<file path="config.mk">
export PLATFORM = sky130hd
export DESIGN_NAME = timer_counter
export DESIGN_NICKNAME = d
export VERILOG_FILES = /design/src/rtl/timer_counter.sv
export SDC_FILE = /design/constraint.sdc
export NUM_CORES = 1
export LEC_CHECK = 0
export CORE_MARGIN = 5
export CORE_UTILIZATION = 57
export DETAILED_ROUTE_END_ITERATION = 16
export HOLD_SLACK_MARGIN = 0.08
export PLACE_DENSITY = 0.93
export SYNTH_ARGS = -nofsm -noshare
export SYNTH_HDL_FRONTEND = slang
export SYNTH_SLANG_ARGS = --single-unit
</file>
<file path="constraint.sdc">
create_clock -name clk -period 5.24 [get_ports clk]
set_input_delay 1.048 -clock clk [delete_from_list [all_inputs] [get_ports clk]]
set_output_delay 1.048 -clock clk [all_outputs]
set_load 0.05 [all_outputs]
</file>
<file path="src/rtl/timer_counter.sv">
// timer_counter: memory-mapped countdown timer with one-shot and auto-reload
// modes and a maskable, level-held interrupt request.
//
// Register map (word select addr):
//   0 CTRL   [0]=EN, [2:1]=MODE (01 auto-reload, anything else one-shot), [3]=IM
//   1 PRESET full 32-bit read/write
//   2 COUNT  read-only
//   3 reserved, reads 0
//
// Optional build macro TIMER_PRESCALE_EN: when defined, decrements in CNT are
// gated to once every PRESCALE_DIV clk cycles by a 16-bit prescale counter.
// When undefined, COUNT decrements every cycle and no prescale logic exists.
//
// Bus handshake: there is no valid/ready pair on this port. A store is a
// single-cycle we pulse sampled on the rising clk edge, always accepted;
// loads are a combinational read of the register selected by addr.
module timer_counter #(
  parameter int unsigned PRESCALE_DIV = 4
) (
  input  logic        clk,
  input  logic        reset,
  input  logic [1:0]  addr,
  input  logic        we,
  input  logic [31:0] wdata,
  output logic [31:0] rdata,
  output logic        irq
);

  typedef enum logic [1:0] {
    ST_IDLE = 2'd0,
    ST_LOAD = 2'd1,
    ST_CNT  = 2'd2,
    ST_INT  = 2'd3
  } state_e;

  localparam logic [1:0] ADDR_CTRL   = 2'd0;
  localparam logic [1:0] ADDR_PRESET = 2'd1;
  localparam logic [1:0] ADDR_COUNT  = 2'd2;

  state_e      state_q, state_d;
  logic [3:0]  ctrl_q, ctrl_d;
  logic [31:0] preset_q, preset_d;
  logic [31:0] count_q, count_d;
  logic        irq_flag_q, irq_flag_d;

  logic        ctrl_wr;
  logic        preset_wr;
  logic        cpu_wr;
  logic [3:0]  ctrl_new;
  logic        auto_new;
  logic        dec_tick;

  // Decode CPU stores; ctrl_new is the CTRL value this cycle's store would
  // leave behind, so the counting FSM reacts to a write on the same edge.
  always_comb begin
    ctrl_wr   = we && (addr == ADDR_CTRL);
    preset_wr = we && (addr == ADDR_PRESET);
    cpu_wr    = ctrl_wr || preset_wr;
    ctrl_new  = ctrl_wr ? wdata[3:0] : ctrl_q;
    auto_new  = (ctrl_new[2:1] == 2'b01);
  end

`ifdef TIMER_PRESCALE_EN
  localparam logic [15:0] PRE_LAST = 16'(PRESCALE_DIV - 1);

  logic [15:0] pre_q, pre_d;

  // Prescale counter: cleared in LOAD, advances only while counting with EN set.
  always_comb begin
    pre_d    = pre_q;
    dec_tick = (pre_q == PRE_LAST);
    if (state_q == ST_LOAD) begin
      pre_d = 16'd0;
    end else if ((state_q == ST_CNT) && ctrl_new[0]) begin
      pre_d = dec_tick ? 16'd0 : pre_q + 16'd1;
    end
  end

  // Prescale counter register.
  always_ff @(posedge clk) begin
    if (reset) pre_q <= 16'd0;
    else       pre_q <= pre_d;
  end
`else
  assign dec_tick = 1'b1;
`endif

  // Next-state logic: FSM, COUNT, interrupt flag and CPU-visible registers.
  always_comb begin
    state_d    = state_q;
    ctrl_d     = ctrl_new;
    preset_d   = preset_wr ? wdata : preset_q;
    count_d    = count_q;
    // Any store to CTRL or PRESET acknowledges the interrupt.
    irq_flag_d = cpu_wr ? 1'b0 : irq_flag_q;

    unique case (state_q)
      ST_IDLE: begin
        if (ctrl_q[0]) state_d = ST_LOAD;
      end
      ST_LOAD: begin
        count_d = preset_q;
        state_d = ST_CNT;
      end
      ST_CNT: begin
        if (!ctrl_new[0]) begin
          state_d = ST_IDLE;
        end else if (dec_tick) begin
          if (count_q > 32'd1) begin
            count_d = count_q - 32'd1;
          end else begin
            // PRESET=0 lands here too, so it behaves like PRESET=1.
            count_d = 32'd0;
            // A simultaneous store wins: the flag stays clear.
            if (!cpu_wr) irq_flag_d = 1'b1;
            state_d = ST_INT;
          end
        end
      end
      ST_INT: begin
        state_d = ST_IDLE;
        if (auto_new) begin
          // Auto-reload: the flag is a single-cycle pulse.
          if (!cpu_wr) irq_flag_d = 1'b0;
        end else if (!ctrl_wr) begin
          // One-shot: stop the timer, leave the flag held.
          ctrl_d[0] = 1'b0;
        end
      end
      default: state_d = ST_IDLE;
    endcase
  end

  // State register with synchronous active-high reset.
  always_ff @(posedge clk) begin
    if (reset) begin
      state_q    <= ST_IDLE;
      ctrl_q     <= 4'd0;
      preset_q   <= 32'd0;
      count_q    <= 32'd0;
      irq_flag_q <= 1'b0;
    end else begin
      state_q    <= state_d;
      ctrl_q     <= ctrl_d;
      preset_q   <= preset_d;
      count_q    <= count_d;
      irq_flag_q <= irq_flag_d;
    end
  end

  // Combinational register read mux and masked interrupt output.
  always_comb begin
    rdata = 32'd0;
    unique case (addr)
      ADDR_CTRL:   rdata = {28'd0, ctrl_q};
      ADDR_PRESET: rdata = preset_q;
      ADDR_COUNT:  rdata = count_q;
      default:     rdata = 32'd0;
    endcase
    irq = irq_flag_q & ctrl_q[3];
  end

endmodule

</file>
Figure 1. Wires at chosen ports, followed through buffers (run 1).
The bar under the picture is 20 um long.
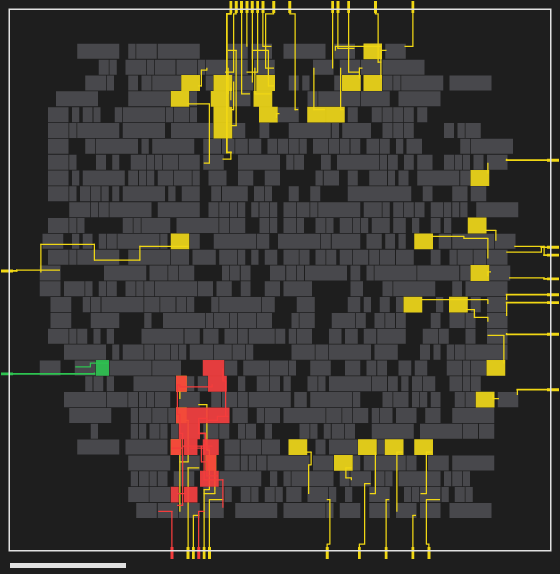
green -> irq  # bits 1, direction output, end cells 1, buffers 1, wire 20.4 um
yellow -> rdata  # bits 32, direction output, end cells 32, buffers 32, wire 598 um
red -> addr  # bits 2, direction input, end cells 14, buffers 2, wire 99.3 um
# IOs: 70
Port Buffers: 69

Figure 2. Placement view (run 1).
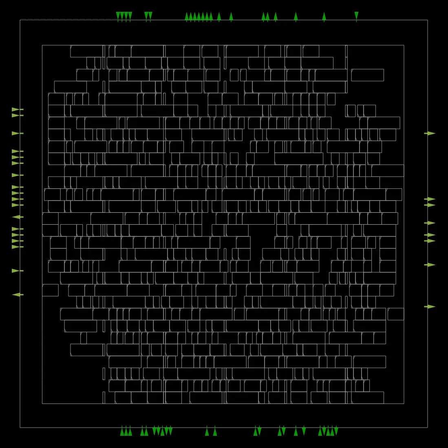
Seq cells: 71
num rows: 30
fin cells: 662
fin util: 71.4%
filler instances: 534

Figure 3. Cells by drive strength (run 1).
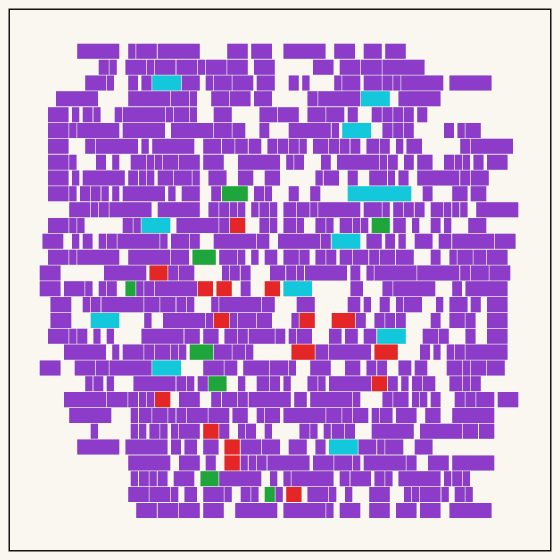
red -> _3 and _4 cells  # cells 16, share 2.7%
purple -> _0 and _1 cells  # cells 547, share 94%
green -> _2 cells  # cells 8, share 1.4%
cyan -> _6 and larger  # cells 11, share 1.9%

Figure 4. Cells coloured by class (run 1).
Fill, decap, tap and diode cells in grey.
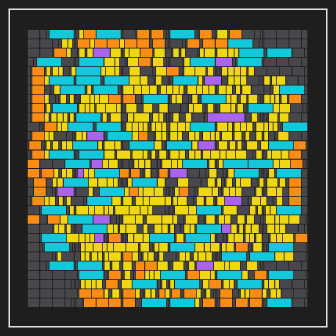
cyan -> sequential cells  # cells 71, share of their area 30%
purple -> clock drivers and dummy loads  # cells 15, share of their area 4.2%
yellow -> combinational and other logic  # cells 417, share of their area 49%
orange -> remaining buffers and delay cells  # cells 79, share of their area 16%

run 1: synth_stat cells (all sizes together), types with 8 or more instances:
cell type,instances,area (sq um)
inv,13,48.8
a22o,28,245
dfxtp,71,1420
nand2,104,390
o21ai,37,185
clkbuf,37,139
nor4,19,125
nor2,27,101
o21a,8,60.1
nor3,19,95.1
a211oi,14,105
a21oi,70,350
run 1: final timing paths:
path	from	endpoint	slack [ps]
max	addr[1]	rdata[4]	980
min	preset_q[4]	preset_q[4]	480
max reg2reg	count_q[8]	count_q[26]	2200
min reg2reg	preset_q[4]	preset_q[4]	480
run 1: state kept, by name, summed over array words and instances (netlist names):
signal / count
preset_q: 32
ctrl_q: 4
state_q: 2
count_q: 32
irq_flag_q: 1
run 1: cell type report:
| type | instances | area, sq um |
|---|---|---|
| flip-flops and latches | 71 | 1420 |
| inverters | 13 | 48.8 |
| multi-input cells | 404 | 2270 |
| clock buffers | 10 | 138 |
| repair buffers | 79 | 761 |
| fillers | 534 | 1920 |
| well taps | 80 | 100 |
| clock inverters | 5 | 58.8 |
run 1: critical path, cell delays in order:
cell,delay [ps]
clkdlybuf4s50_1,680
nor2b_2,240
buf_4,230
a22o_1,200
clkdlybuf4s50_1,810
run 1: metal layers:
metal	share of wire [%]	global-route usage [%]
met1	41	35.9
met2	47	45.7
met3	9.0	5.36
met4	3.5	13.6
met5	0	0
run 1: power by group through the flow:
stage | Clock, W | Combinational [W] | Sequential [W]
after floorplan | 0 | 0.000152 | 0.000579
after global placement | 0 | 0.000216 | 0.000586
after detailed placement | 0 | 0.000222 | 0.000587
after CTS | 0.000448 | 0.000224 | 0.000574
after global routing | 0.000479 | 0.000247 | 0.000577
final | 0.000450 | 0.000229 | 0.000576
==> results.txt, run 1 <==
run metrics: Register-to-Register Path Depth=6, Mean Syn Cell Area=7.40 sq um, minimum clock period=4260 ps, Slew Limit Fails=0, register clock-pin slew on the reported worst setup and hold paths=70 ps, fp util=58.1%, worst clock skew=13.4 ps, maximum VDD drop=0.177 mV, Area after DPL=4600 sq um, max_slew headroom=22.2%, placed insts=647, Crit. End Element=primary output, Detailed Routing Iterations Pass 1=5, Flop pwr share=45.9%, Setup TNS=0 ps, post-synthesis chip area from yosys=3910 sq um, CP Max Fanout=15, yosys xor share=0.897%, Leakage=1.74 nW, n_diodes=0, Root Buffer=clkbuf_8, Die H=92.8 um, Core Area=6720 sq um, WL/cell=18.3 um, WP data required=4190 ps, Tightest Hold Check Type=reg2reg, Post-Syn Nets=567, status=finished, final reports clean, Post-synth top flop=dfxtp_1, Power, Total=0.00125 W, Adder Area Share=0.641%, tool warnings=27, final hold violations=0, sw power=0.000379 W, CTS tree=yes, largest net degree at the start of global routing=61, simple share=25.7%, Post-CTS Hold Buffers=0, dpl ws=996 ps, routed vias=4273, Num Clock Sinks=71, CTS H-Tree Depth=3, Clk network pwr share=35.9%, DR iter-0 viols=528, Clock Latency Late Sink=360 ps, initial antenna violation count=0, post-CTS setup buffer count=0, Nets=617, RSZ-0062 raised after global routing=no, CTS resizes=0, CP arrival=3220 ps, vias in the first global route=3943, Yosys reg bits=71, CP startpoint kind=input port, Routed Antenna Nets=0, Fmax=235 MHz, FFs w/ async S/R, synth=0%, setup ws final=976 ps, chip area=8610 sq um, TritonCTS buffer count=9, Synth logic family=AND-OR/OR-AND gates, max-cap violations=0, synth warn=0, first-pass GRT wire length=19300 um, Hold Path Depth=2, Area Growth Syn to Fin=22.8%, EDFF count, synth=0
==> run 2: changes to the inputs <==
Settings changed: CORE_UTILIZATION 57 to 48, PLACE_DENSITY 0.93 to 0.84.
Clock period 5.24 ns to 3.6 ns, I/O delays scaled along.
==> run 2 against run 1 <==
Against the previous run:
- non-clock buffer count grew 5
- sequential cell count is the same
- combinational power grew 58%
- worst setup slack lost 410 ps
- global-route usage shrank 3.8 points
- worst hold slack lost 2.3 ps
- utilization shrank 7.1 points
- clock skew shrank 0.51 ps
- sequential share of layout area shrank 2.2 points
- clock-buffer cell count grew 1
==> results.txt, run 2 <==
run metrics: synth warn=0, CP Max Fanout=27, status=finished, final reports clean, final-layout clock buffer total=11, filler instances=694, register clock-pin slew on the reported worst setup and hold paths=80 ps, Tightest Hold Check Type=reg2reg, Clock-cell share=3.55%, Top cell by count, worst path=or4_4, Well Taps=105, Flop area=1420 sq um, first-pass GRT wire length=19800 um, Nets=622, top cells by area=dfxtp_1, nand2_1, a21oi_1, routed vias=4235, Port Buffers=69, CP startpoint kind=register, Area Growth Syn to Fin=32.5%, Post-synth top cells=nand2_1, dfxtp_1, a21oi_1, largest net degree at the start of global routing=44, Post-synth top flop=dfxtp_1, Crit. End Element=register, CTS resizes=0, post-synthesis chip area from yosys=3910 sq um, max-cap violations=0, WP data required=3800 ps, most frequent cell after synthesis=nand2_1, vias in the first global route=4044, Yosys reg bits=71, initial antenna violation count=0, maximum VDD drop=0.242 mV, Root Buffer=clkbuf_8, EDFF count, synth=0, Slew Limit Fails=0, Fmax=330 MHz, CP arrival=3230 ps, multi-input combinational cell count=404, placed insts=677, Setup TNS=0 ps, Post-CTS Hold Buffers=0, Mean Syn Cell Area=7.40 sq um, TritonCTS buffer count=9, Critical-path top delay cell=o31a_1, post-synth top area share=36.4%, Non-clock buffers=84, Leakage=1.91 nW, n_diodes=0, max_slew headroom=23.7%, flop share of the area=27.5%, chip area=10000 sq um, WL/cell=17.6 um, Seq cells=71, Num Clock Sinks=71, Post-Syn Nets=567, Comb/total area=43.9%, # IOs=70, Core Area=8050 sq um, tool warnings=27, Detailed Routing Iterations Pass 1=5, worst clock skew=12.9 ps, biggest regs=count_q (32), preset_q (32), ctrl_q (4), family with the most delay on the worst path=simple AND/OR/NAND/NOR gates, FFs w/ async S/R, synth=0%, Die H=100 um, CP Cell Sequence=or3_4, or4_4, or4_4, o31a_1, a222oi_1, nor2_1, post-CTS setup buffer count=0
-- run 2: cell counts after synthesis --
No cell type changed its count.
-- run 2: worst min-delay path, cell delays in order, from the launching register on --
cell and delay, ps:
dfxtp_1 330, nand2_1 60, a21oi_1 50
-- run 2: final timing paths --
kind | startpoint | endpoint | slack [ps] | depth (start not counted)
worst max-delay path | count_q[24] | count_q[26] | 570 | 6
worst min-delay path | preset_q[10] | preset_q[10] | 480 | 2
worst max register to register | count_q[24] | count_q[26] | 570 | 6
worst min register to register | preset_q[10] | preset_q[10] | 480 | 2
-- run 2: per-stage QoR --
step	worst slack [ps]	instance area (sq um)	power, W	utilization, %
6_report	568	5170	0.00179	64.3
5_1_grt	500	5170	0.00186	64.3
4_1_cts	608	5170	0.00179	64.3
3_5_place_dp	393	4990	0.00121	62.0
3_3_place_gp	461	4990	0.00120	62.0
2_1_floorplan	656	3910	0.00106	-
-- run 2: metal layers --
layer  global-route usage, %  vias up  wire length [um]  share of wire, %
met3                    3.06       25               942               7.7
met2                    38.7      189              5700                47
met4                    11.0        0               312               2.6
met1                    33.1     2001              5220                43
li1                        -     2020                 -                 -
met5                       0        -                 0                 0
-- run 2: report_power, final --
| group | switching [W] | total [W] | internal (W) |
|---|---|---|---|
| registers | 0.0000294 | 0.000837 | 0.000808 |
| clock network | 0.000308 | 0.000593 | 0.000285 |
| logic | 0.000209 | 0.000362 | 0.000153 |
-- run 2: logic make-up after synthesis --
kind of cell             after synthesis  synth area share, %
AND/OR/NAND/NOR                      211                 25.7
AND-OR/OR-AND                        179                 28.7
flip-flops                            71                 36.4
XOR/XNOR                               4                0.897
multiplexers                           8                 2.11
adder cells (fa/ha/maj)                2                0.641
buffers and inverters                 53                 5.61
Figure 5. Cells by drive strength (run 2).
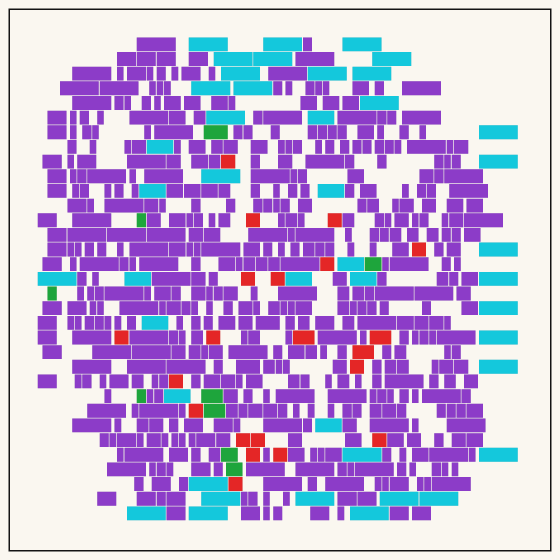
green -> _2 cells  # cells 9, share 1.5%
purple -> _0 and _1 cells  # cells 515, share 88%
red -> _3 and _4 cells  # cells 21, share 3.6%
cyan -> _6 and larger  # cells 43, share 7.3%

==> run 3: changes to the inputs <==
Clock period 3.6 ns to 2.6 ns, I/O delays scaled along.
==> run 3 against run 2 <==
Against the previous run:
- global-route usage rose by 0.68 points
- sequential share of layout area is 1.3 points lower
- largest power group unchanged
- sequential power is 39% higher
- die area did not move
- clock power increased by 52%
==> results.txt, run 3 <==
run metrics: register clock-pin slew on the reported worst setup and hold paths=80 ps, WP buf/inv=1, top cells by area=dfxtp_1, nand2_1, a21oi_1, min-delay src=reset, worst clock skew=11.3 ps, Top cell by count, worst path=or4_4, Root Buffer=clkbuf_8, Nets=647, worst reg2reg endpoint=count_q[21], Port Buffers=69, Post-synth top flop=dfxtp_1, area leader, netlist=dfxtp_1, EDFF count, synth=0, post-synthesis chip area from yosys=3910 sq um, Power, Total=0.00260 W, CP startpoint kind=register, Area Growth Syn to Fin=39.3%, Slew Limit Fails=0, worst hold endpoint=preset_q[22], Post-synth top cells=nand2_1, dfxtp_1, a21oi_1, placed insts=702, # IOs=70, first-pass GRT wire length=20200 um, Register-to-Register Path Depth=7, yosys xor share=0.897%, post-synth top area share=36.4%, tool warnings=28, final hold violations=0, Detailed Routing Iterations Pass 1=5, vias in the first global route=4065, Reg2Reg Setup Slack=50 ps, fp util=48.5%, maximum VDD drop=0.467 mV, ao+oa area frac=28.7%, CP arrival=2780 ps, largest net degree at the start of global routing=55, setup ws final=48.9 ps, initial antenna violation count=0, max_slew headroom=62.2%, FF-to-FF Start=count_q[24], Critical-path top delay cell=or4_4, Finished Cell Area=5440 sq um, Yosys reg bits=71, Setup TNS=0 ps, biggest regs=count_q (32), preset_q (32), ctrl_q (4), n_diodes=0, most frequent cell after synthesis=nand2_1, Mean Syn Cell Area=7.40 sq um, CTS tree=yes, Tightest Hold Check Type=in2reg, CTS H-Tree Depth=3, status=finished, final reports clean, Synth logic family=AND-OR/OR-AND gates, num rows=33, family with the most delay on the worst path=simple AND/OR/NAND/NOR gates, Max stage delay on crit path=490 ps, RSZ-0062 raised after global routing=yes, Routed Antenna Nets=0, fin util=67.6%, max-cap violations=0
-- run 3: cell counts after synthesis --
No cell type changed its count.
-- run 3: cell families (layout without fill, tap and decap cells) --
logic type      after synthesis  in the layout
xor+xnor                      4              4
compound gates              179            179
buf+inv                      53            138
mux                           8              8
flops                        71             71
fa+ha+maj                     2              2
simple gates                211            211
-- run 3: repair_timing --
action                                  CTS  global route
resized                                   1             2
endpoints found under the setup margin    1            11
setup buffers                             0             0
cloned                                    0             0
-- run 3: worst register-to-register path: cells and delay by family (launching register included) --
kind / cells / cell delay [ps]
buffers and inverters: 1 / 200
AND-OR/OR-AND: 3 / 550
flip-flops: 1 / 330
AND/OR/NAND/NOR: 3 / 1320
-- run 3: metal layers --
layer	share of wire, %	vias up	track usage [%]
met1	42	1986	33.4
met3	8.0	16	3.96
li1	-	2077	-
met4	1.4	0	8.39
met2	48	177	41.3
met5	0	-	0
-- run 3: worst max path at each step --
stage	startpoint	to	slack [ps]	depth (start not counted)
after floorplan	count_q[24]	count_q[26]	30	8
after global placement	we	count_q[29]	30	9
after detailed placement	we	count_q[29]	-50	9
after CTS	count_q[24]	count_q[21]	20	7
after global routing	count_q[24]	count_q[22]	-2	7
final	count_q[24]	count_q[21]	50	7
-- run 3: power breakdown --
| group | switching [W] | internal [W] |
|---|---|---|
| sequential | 0.0000372 | 0.00112 |
| combinational | 0.000302 | 0.000246 |
| clock | 0.000452 | 0.000448 |
| total | 0.000792 | 0.00181 |
-- run 3: area by class of cell --
| type | instances | area, sq um |
|---|---|---|
| Fill cell | 671 | 2610 |
| Multi-Input combinational cell | 404 | 2280 |
| Sequential cell | 71 | 1420 |
| Timing Repair Buffer | 109 | 1360 |
| Tap cell | 105 | 131 |
| Clock buffer | 10 | 128 |
| Clock inverter | 6 | 71.3 |
| Inverter | 13 | 48.8 |
Figure 6. Placement view (run 3).
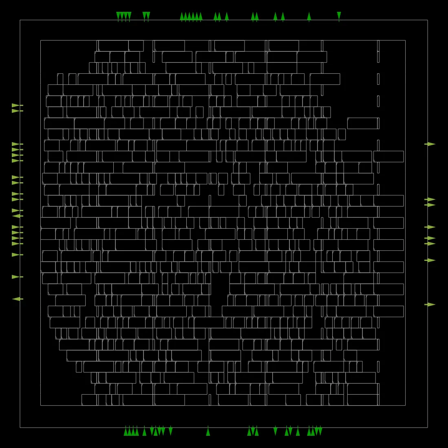
flop share of the area: 26.1%
filler instances: 671
Core Area: 8050 sq um


==> screenshots <==
Signal wires by layer.
shot_01.png
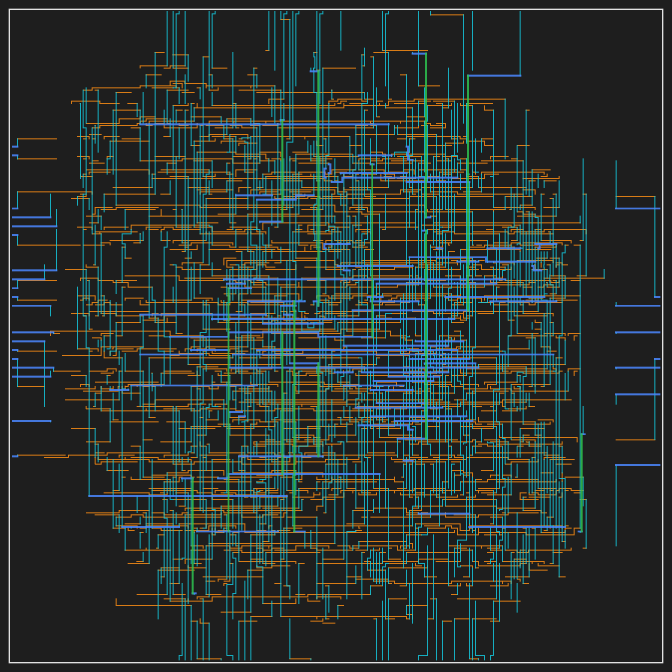
shot_02.png
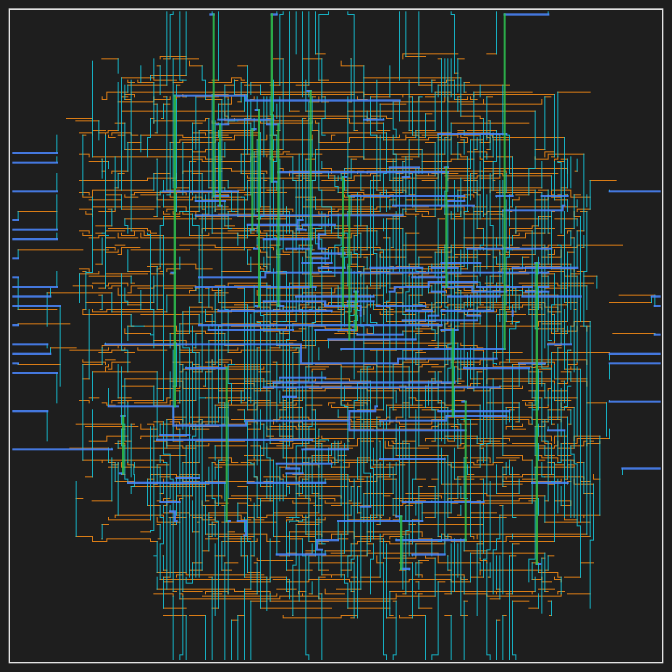
shot_02.png comes from run 1.
shot_01.png comes from run 2.

Key to shot_02.png:
orange -> metal 1  # wire length 4920 um
blue -> metal 3  # wire length 1090 um
cyan -> metal 2  # wire length 5710 um
green -> metal 4  # wire length 422 um

No activity file was given, so power comes from the tool's default toggle rates.
